**src/rtl/topk_pkg.sv**
```systemverilog
// Shared types and sizing helpers for the top-K collector.
package topk_pkg;

  typedef enum logic {COLLECT, DRAIN} topk_state_e;

  localparam int unsigned K_DEF = 4;

  function automatic int unsigned cnt_w(input int unsigned k);
    return $clog2(k + 1);
  endfunction

  localparam int unsigned CNT_W = cnt_w(K_DEF);

endpackage

```
**src/rtl/topk_if.sv**
```systemverilog
// Input stream, drain request and ordered read-out port of the top-K collector.
interface topk_if
  import topk_pkg::*;
#(
  parameter int unsigned DATA_WIDTH = 32,
  parameter int unsigned K          = 4
);

  logic                    in_valid;
  logic                    in_ready;
  logic [DATA_WIDTH-1:0]   din;
  logic                    drain_req;
  logic                    out_valid;
  logic                    out_ready;
  logic [DATA_WIDTH-1:0]   dout;
  logic                    out_last;
  logic [cnt_w(K)-1:0]     count;

  modport master (
    output in_valid, din, drain_req, out_ready,
    input  in_ready, out_valid, dout, out_last, count
  );

  modport slave (
    input  in_valid, din, drain_req, out_ready,
    output in_ready, out_valid, dout, out_last, count
  );

endinterface

```
**src/rtl/topk_slot.sv**
```systemverilog
// One entry of the sorted array: value plus valid bit, loadable from din or either neighbour.
module topk_slot #(
  parameter int unsigned DATA_WIDTH = 32
) (
  input  logic                  clk,
  input  logic                  resetn,
  input  logic [DATA_WIDTH-1:0] din,
  input  logic                  ins_here,
  input  logic                  shift_in,
  input  logic [DATA_WIDTH-1:0] above_val,
  input  logic                  above_vld,
  input  logic                  shift_up,
  input  logic [DATA_WIDTH-1:0] below_val,
  input  logic                  below_vld,
  input  logic                  clear,
  output logic [DATA_WIDTH-1:0] value,
  output logic                  vld,
  output logic                  din_gt
);

  always_ff @(posedge clk or negedge resetn) begin
    if (!resetn) begin
      value <= '0;
      vld   <= 1'b0;
    end else if (clear) begin
      value <= '0;
      vld   <= 1'b0;
    end else if (ins_here) begin
      value <= din;
      vld   <= 1'b1;
    end else if (shift_in) begin
      value <= above_val;
      vld   <= above_vld;
    end else if (shift_up) begin
      value <= below_val;
      vld   <= below_vld;
    end
  end

  assign din_gt = din > value;

endmodule

```
**src/rtl/topk_drain.sv**
```systemverilog
// Streaming top-K collector: keeps the K largest values sorted descending, drains largest-first.
module topk_drain
  import topk_pkg::*;
#(
  parameter int unsigned DATA_WIDTH = 32,
  parameter int unsigned K          = 4
) (
  input  logic   clk,
  input  logic   resetn,
  topk_if.slave  bus
);

  localparam int unsigned CntW = cnt_w(K);
  localparam logic [CntW-1:0] CntFull = CntW'(K);
  localparam logic [CntW-1:0] CntOne  = CntW'(1);

  topk_state_e           state_q, state_d;
  logic [CntW-1:0]       count_q, count_d;
  logic [DATA_WIDTH-1:0] val [K];
  logic [K-1:0]          vld, gt, sel, take_above;
  logic                  ins, pop, last_pop, seen;

  assign ins      = (state_q == COLLECT) && bus.in_valid;
  assign pop      = (state_q == DRAIN) && bus.out_ready;
  assign last_pop = pop && (count_q == CntOne);

  // First slot that is empty or smaller than din wins; everything after it shifts down.
  always_comb begin
    seen       = 1'b0;
    sel        = '0;
    take_above = '0;
    for (int i = 0; i < K; i++) begin
      take_above[i] = seen;
      sel[i]        = ins && (!vld[i] || gt[i]) && !seen;
      seen          = seen | sel[i];
    end
  end

  for (genvar i = 0; i < K; i++) begin : g_slot
    logic [DATA_WIDTH-1:0] above_val, below_val;
    logic                  above_vld, below_vld;

    if (i == 0) begin : g_first
      assign above_val = '0;
      assign above_vld = 1'b0;
    end else begin : g_mid_a
      assign above_val = val[i-1];
      assign above_vld = vld[i-1];
    end

    if (i == K - 1) begin : g_last
      assign below_val = '0;
      assign below_vld = 1'b0;
    end else begin : g_mid_b
      assign below_val = val[i+1];
      assign below_vld = vld[i+1];
    end

    topk_slot #(
      .DATA_WIDTH (DATA_WIDTH)
    ) u_slot (
      .clk       (clk),
      .resetn    (resetn),
      .din       (bus.din),
      .ins_here  (sel[i]),
      .shift_in  (take_above[i]),
      .above_val (above_val),
      .above_vld (above_vld),
      .shift_up  (pop && !last_pop),
      .below_val (below_val),
      .below_vld (below_vld),
      .clear     (last_pop),
      .value     (val[i]),
      .vld       (vld[i]),
      .din_gt    (gt[i])
    );
  end

  always_comb begin
    state_d = state_q;
    count_d = count_q;
    unique case (state_q)
      COLLECT: begin
        if (ins && (count_q != CntFull)) count_d = count_q + CntOne;
        if (bus.drain_req && ((count_q != '0) || bus.in_valid)) state_d = DRAIN;
      end
      DRAIN: begin
        if (pop) count_d = count_q - CntOne;
        if (last_pop) state_d = COLLECT;
      end
      default: state_d = COLLECT;
    endcase
  end

  always_ff @(posedge clk or negedge resetn) begin
    if (!resetn) begin
      state_q <= COLLECT;
      count_q <= '0;
    end else begin
      state_q <= state_d;
      count_q <= count_d;
    end
  end

  assign bus.in_ready  = (state_q == COLLECT);
  assign bus.out_valid = (state_q == DRAIN);
  assign bus.out_last  = (state_q == DRAIN) && (count_q == CntOne);
  assign bus.dout      = val[0];
  assign bus.count     = count_q;

endmodule

```
**src/flat_wrapper.sv**
```systemverilog
// flat-port wrapper written by rule: the top's interface ports become plain ports
module topk_drain_flat import topk_pkg::*;
#(
  parameter int unsigned DATA_WIDTH = 32,
  parameter int unsigned K          = 4
)
  (clk, resetn, bus_in_valid, bus_din, bus_drain_req, bus_out_ready, bus_in_ready, bus_out_valid, bus_dout, bus_out_last, bus_count);
  topk_if #(.DATA_WIDTH(DATA_WIDTH), .K(K)) bus_i ();
  input  logic clk;
  input  logic resetn;
  input wire logic [$bits(bus_i.in_valid)-1:0] bus_in_valid;
  input wire logic [$bits(bus_i.din)-1:0] bus_din;
  input wire logic [$bits(bus_i.drain_req)-1:0] bus_drain_req;
  input wire logic [$bits(bus_i.out_ready)-1:0] bus_out_ready;
  output wire logic [$bits(bus_i.in_ready)-1:0] bus_in_ready;
  output wire logic [$bits(bus_i.out_valid)-1:0] bus_out_valid;
  output wire logic [$bits(bus_i.dout)-1:0] bus_dout;
  output wire logic [$bits(bus_i.out_last)-1:0] bus_out_last;
  output wire logic [$bits(bus_i.count)-1:0] bus_count;
  assign bus_i.in_valid = bus_in_valid;
  assign bus_i.din = bus_din;
  assign bus_i.drain_req = bus_drain_req;
  assign bus_i.out_ready = bus_out_ready;
  assign bus_in_ready = bus_i.in_ready;
  assign bus_out_valid = bus_i.out_valid;
  assign bus_dout = bus_i.dout;
  assign bus_out_last = bus_i.out_last;
  assign bus_count = bus_i.count;
  topk_drain #(.DATA_WIDTH(DATA_WIDTH), .K(K)) u_core (.clk(clk), .resetn(resetn), .bus(bus_i));
endmodule
```
**config.mk**
```make
export PLATFORM = sky130hd
export DESIGN_NAME = topk_drain_flat
export DESIGN_NICKNAME = d
export VERILOG_FILES = /design/src/rtl/topk_pkg.sv /design/src/rtl/topk_if.sv /design/src/rtl/topk_slot.sv /design/src/rtl/topk_drain.sv /design/src/flat_wrapper.sv
export SDC_FILE = /design/constraint.sdc
export NUM_CORES = 1
export LEC_CHECK = 0
export CORE_ASPECT_RATIO = 2
export CORE_MARGIN = 3
export CORE_UTILIZATION = 56
export DETAILED_ROUTE_END_ITERATION = 6
export PLACE_DENSITY = 0.79
export RECOVER_POWER = 50
export SLEW_MARGIN = 0
export SYNTH_ARGS = -nofsm -noshare
export SYNTH_HDL_FRONTEND = slang
export SYNTH_SLANG_ARGS = --single-unit
```
**constraint.sdc**
```tcl
create_clock -name clk -period 3.3 [get_ports clk]
set_clock_uncertainty 0.05 [all_clocks]
set_input_delay 0.495 -clock clk [delete_from_list [all_inputs] [get_ports clk]]
set_output_delay 0.495 -clock clk [all_outputs]
set_load 0.05 [all_outputs]
```
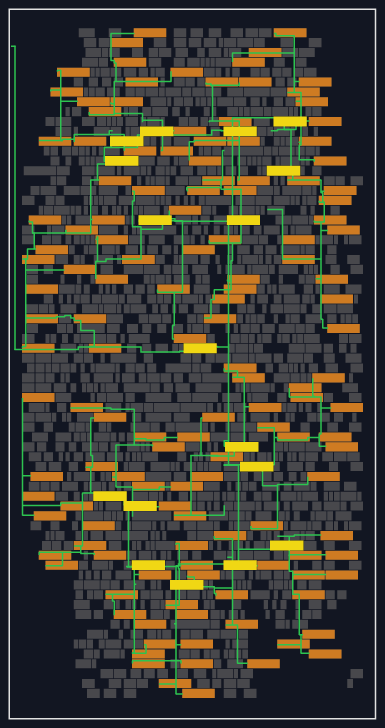
*Clock network drawn from the DEF*
- yellow: clock drivers (count 17)
- green: clock wires (length 1,900 um)
- orange: flip-flops (count 136)
- flops lie: widely spread
- routed clock nets: 18
Late-Pin Clk Latency: 430 ps
Clock power frac: 18.8%
P_clk: 2.05 mW

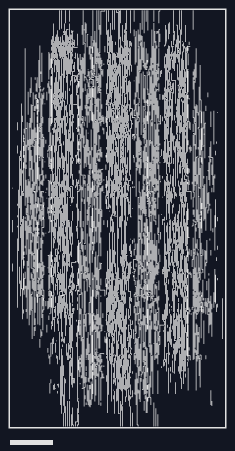
*Signal wires on met2*
Bar = 20 um.
- longest straight run: 73.6 um
- main direction: vertical
Vias: 9,839
met2 Usage GRT: 57.81%
Routed WL: 32.92 mm

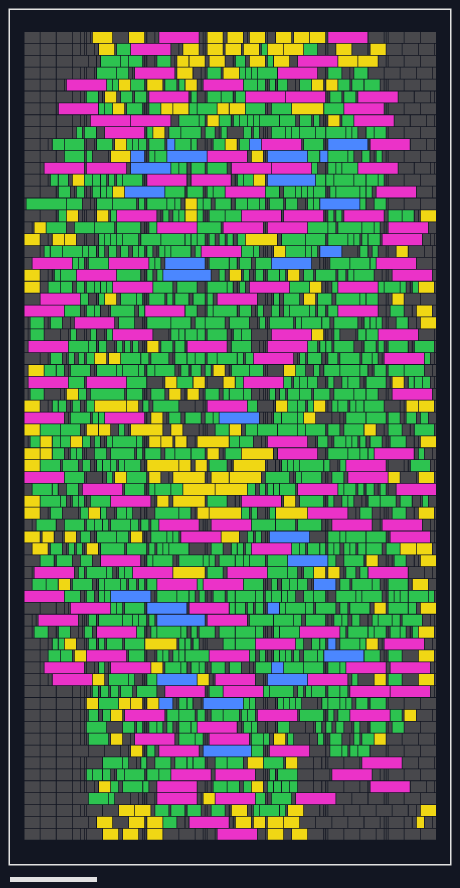
*Cells coloured by class*
Bar = 20 um. Fill, decap, tap and diode cells in grey.
- magenta: sequential cells (cells 136; share of their area 28%)
- yellow: remaining buffers and delay cells (cells 198; share of their area 15%)
- green: combinational and other logic (cells 912; share of their area 52%)
- blue: clock drivers and dummy loads (cells 31; share of their area 5.1%)

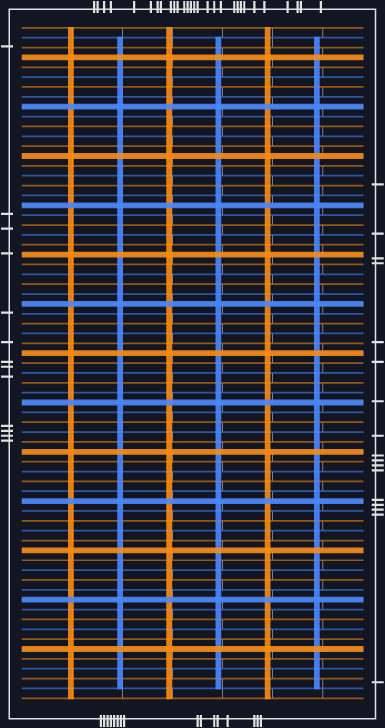
*Supply network*
Pins as bars on the die edge. Tap cells in grey.
- blue: VDD
- orange: VSS
- met1 rails: 69
- signal pins: 75

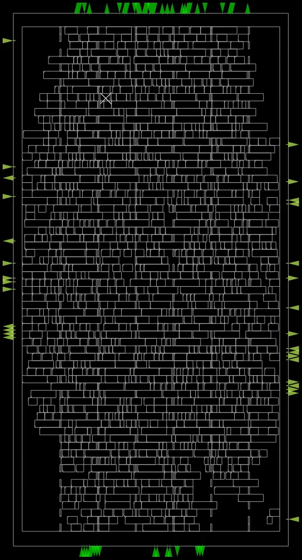
*Cell outlines without signal wires*
final core utilization: 72.22%
Tap Cells: 210
final non-filler cell total: 1,487
fillcell total: 1,283
Rows: 68

[where the power goes]
part	internal [mW]	switching [mW]	leakage (nW)
Combinational	2.36	3.51	3.67
Clock	1.30	0.755	0.301
Sequential	2.33	0.657	1.80
[layout by cell type, fill, tap and decap left out, types with 30 or more instances in the layout]
cell,Yosys,routed
a21oi_1,53,53
a222oi_1,33,33
a22oi_1,32,32
buf_4,9,104
clkdlybuf4s50_1,0,54
dfrtp_1,136,136
ha_1,132,131
inv_1,163,163
nand2_1,117,116
nor2_1,50,46
o21ai_0,39,37
o21ai_1,30,31
o221ai_2,30,30
o2bb2ai_1,34,34
o31ai_1,45,45
[logic make-up after synthesis]
family | after synthesis | share of synthesized area (%)
buffers and inverters | 228 | 9.363
xor gates and xnor gates | 3 | 0.2619
adders and majority gates | 132 | 16.46
muxes | 20 | 1.995
and+or+nand+nor | 239 | 10.76
DFF | 136 | 33.91
AOI/OAI and AO/OA | 355 | 27.25
[final cells by class]
class | count | area (um^2) | area share, %
inverters | 163 | 611.8 | 4.857
repair buffers | 198 | 1902 | 15.10
well taps | 210 | 262.8 | 2.086
multi-input cells | 749 | 5789 | 45.96
flip-flops and latches | 136 | 3403 | 27.02
clock buffers | 19 | 452.9 | 3.596
clock inverters | 12 | 175.2 | 1.391
[critical path, delay by kind of cell]
| family | cells | cell delay [ps] |
|---|---|---|
| fa+ha+maj | 1 | 370 |
| buf+inv | 4 | 1150 |
| compound gates | 4 | 530 |
| simple gates | 3 | 900 |
[metrics by stage]
step | setup TNS, ps | instance area, um^2
after global routing | -8.274 | 12600
after global placement | -57480 | 11860
after detailed placement | -59520 | 11860
after CTS | 0 | 12520
final | 0 | 12600
after floorplan | 0 | 10040
[Yosys cell counts, drive strengths merged]
| master | n | area, um^2 |
|---|---|---|
| nand2 | 117 | 439.2 |
| a221oi | 1 | 8.760 |
| ha | 132 | 1652 |
| nand2b | 4 | 25.02 |
| clkbuf | 29 | 108.9 |
| a211oi | 15 | 112.6 |
| o41a | 1 | 11.26 |
| a2111oi | 1 | 8.760 |
| o31a | 2 | 17.52 |
| a22oi | 32 | 240.2 |
| a221o | 3 | 30.03 |
| nor2b | 7 | 43.79 |
| and4 | 4 | 35.03 |
| a41o | 1 | 10.01 |
| a21boi | 5 | 37.54 |
| o31ai | 45 | 337.8 |
| o221ai | 33 | 476.7 |
| nand3 | 14 | 80.08 |
| inv | 163 | 611.8 |
| o21ai | 70 | 354.1 |
| and3 | 1 | 6.260 |
| o2bb2ai | 34 | 297.8 |
| mux2i | 20 | 200.2 |
| xor2 | 2 | 17.52 |
| nor2 | 50 | 187.7 |
| nor3 | 5 | 25.02 |
| buf | 36 | 219.0 |
| nor4 | 8 | 56.30 |
| and2 | 5 | 31.28 |
| a222oi | 33 | 330.3 |
| nand4 | 24 | 150.1 |
| dfrtp | 136 | 3403 |
| a21o | 14 | 105.1 |
| xnor2 | 1 | 8.760 |
| o211ai | 4 | 35.03 |
| o22ai | 1 | 6.260 |
| o21a | 3 | 22.52 |
| o21bai | 2 | 15.01 |
| a21oi | 53 | 265.3 |
| a31oi | 2 | 12.51 |
==> flow_summary.json <==
{
  "crit_top_cell": "buf_4",
  "grt_pass1_vias": 10344,
  "post_cts_buffers": 2,
  "cp.arrival_ps": 3460,
  "synth.avg_cell_area_um2": 9.017,
  "top_layer_used": "met4",
  "ios": 75,
  "dr_wl_met3_mm": 2.123,
  "antenna_cells": 0,
  "cp-end-kind": "flop",
  "synth_flop_count": 136,
  "dieArea_um2": 19660,
  "yosys_area_um2": 10040,
  "syn-instance-count": 1113,
  "hold_viol": 0,
  "grt_pass1_wl_mm": 52.09,
  "fin_crit_ps": 3188,
  "p_leak_nw": 5.766,
  "cp.required_ps": 3580,
  "wirelength_met1_mm": 11.02,
  "path_cells": "clkdlybuf4s50_1 -> ha_1 -> nand4_1 -> nor4_2 -> buf_4 -> o41a_1 -> o211ai_2 -> buf_4 -> nor3_2 -> buf_12 -> a222oi_1 -> o31ai_1",
  "grt_antenna_before_repair": 0,
  "cts.repair.resized": 1,
  "drive_above_1_share_pct": 16.29,
  "dp.cells": 1452,
  "timing.final.ws_setup_ps": 111.9,
  "synthToLayoutAreaGrowth_pct": 25.52,
  "max_flop_register": "u_core.g_slot.u_slot.value",
  "chipHeight_um": 195.3,
  "crit_slowest_cell": "clkdlybuf4s50_1",
  "ant_nets": 0,
  "cts_tree": "done",
  "drc": 2,
  "portBuffers": 74,
  "worstMarginPinSlew_ps": 1337,
  "gp_congestion": 0.9164,
  "largest_register_ffs": 128,
  "r2r.worst_path.cells": 14,
  "cts.sinks": 136,
  "min_path_type": "flop to flop",
  "cts-buffers-inserted": 17,
  "drt-vias-per-instance": 6.617,
  "cp_max_fo": 22,
  "r2r_start": "u_core.g_slot[1].u_slot.value[15]$_DFFE_PN0P_",
  "nets": 1434,
  "synthesis.nets": 1282,
  "startpoint": "bus_din[30]",
  "status": "finished, violations left",
  "hold_end": "u_core.g_slot[0].u_slot.value[24]$_DFFE_PN0P_",
  "cts_buffer_depth": 2,
  "whs_path_depth": 1,
  "path_clk_slew_ps": 60,
  "slowest_delay_ps": 550,
  "grtUsageMet1_pct": 35.49,
  "ys_cells": 1113,
  "place_ws_ps": -552.2,
  "holdWs_ps": 484.3,
  "peakVddDrop_uv": 456.5,
  "violations": "design-rule violations",
  "power.total_mw": 10.91,
  "fmax_ghz": 0.3137,
  "critical_path_class": "input pin to flop",
  "dpl.hpwl_mm": 23.10,
  "min_from": "u_core.g_slot[0].u_slot.value[24]$_DFFE_PN0P_",
  "fp_util_pct": 57.54,
  "wl_per_cell_um": 22.14,
  "r2r_slack_ps": 200,
  "period_used_pct": 96.61,
  "routed-wl-met2_mm": 16.94,
  "p_per_area_nw_per_um2": 866.3,
  "ctsHoldBuffers": 1,
  "critPathCapture": "u_core.g_slot[1].u_slot.value[27]$_DFFE_PN0P_",
  "drv_cap": 0,
  "r2r-end": "u_core.g_slot[1].u_slot.value[4]$_DFFE_PN0P_",
  "synthDistinctLibCells": 50,
  "dr.pass1.iters": 7,
  "cts.htree.levels": 4,
  "gr-max-usage-layer": "met2",
  "core_area_um2": 17440,
  "tool_warnings": 29,
  "die_x_um": 100.7,
  "synth_area_um2": 10040,
  "setup_viol": 0,
  "grt.met3_usage_pct": 5.399,
  "cts_root_buf": "clkbuf_16",
  "drt_iter0_drc": 896,
  "overflow": 0,
  "cp-start-kind": "input pin",
  "yosys.stat.seqShare_pct": 33.91,
  "grt_max_degree": 89,
  "ys_warn_count": 0,
  "max-slew-margin-rel_pct": 10.87,
  "finalMaxSlewViolations": 0,
  "globalRouteTotalUtil_pct": 33.98
}
Power and IR drop assume default switching activity.
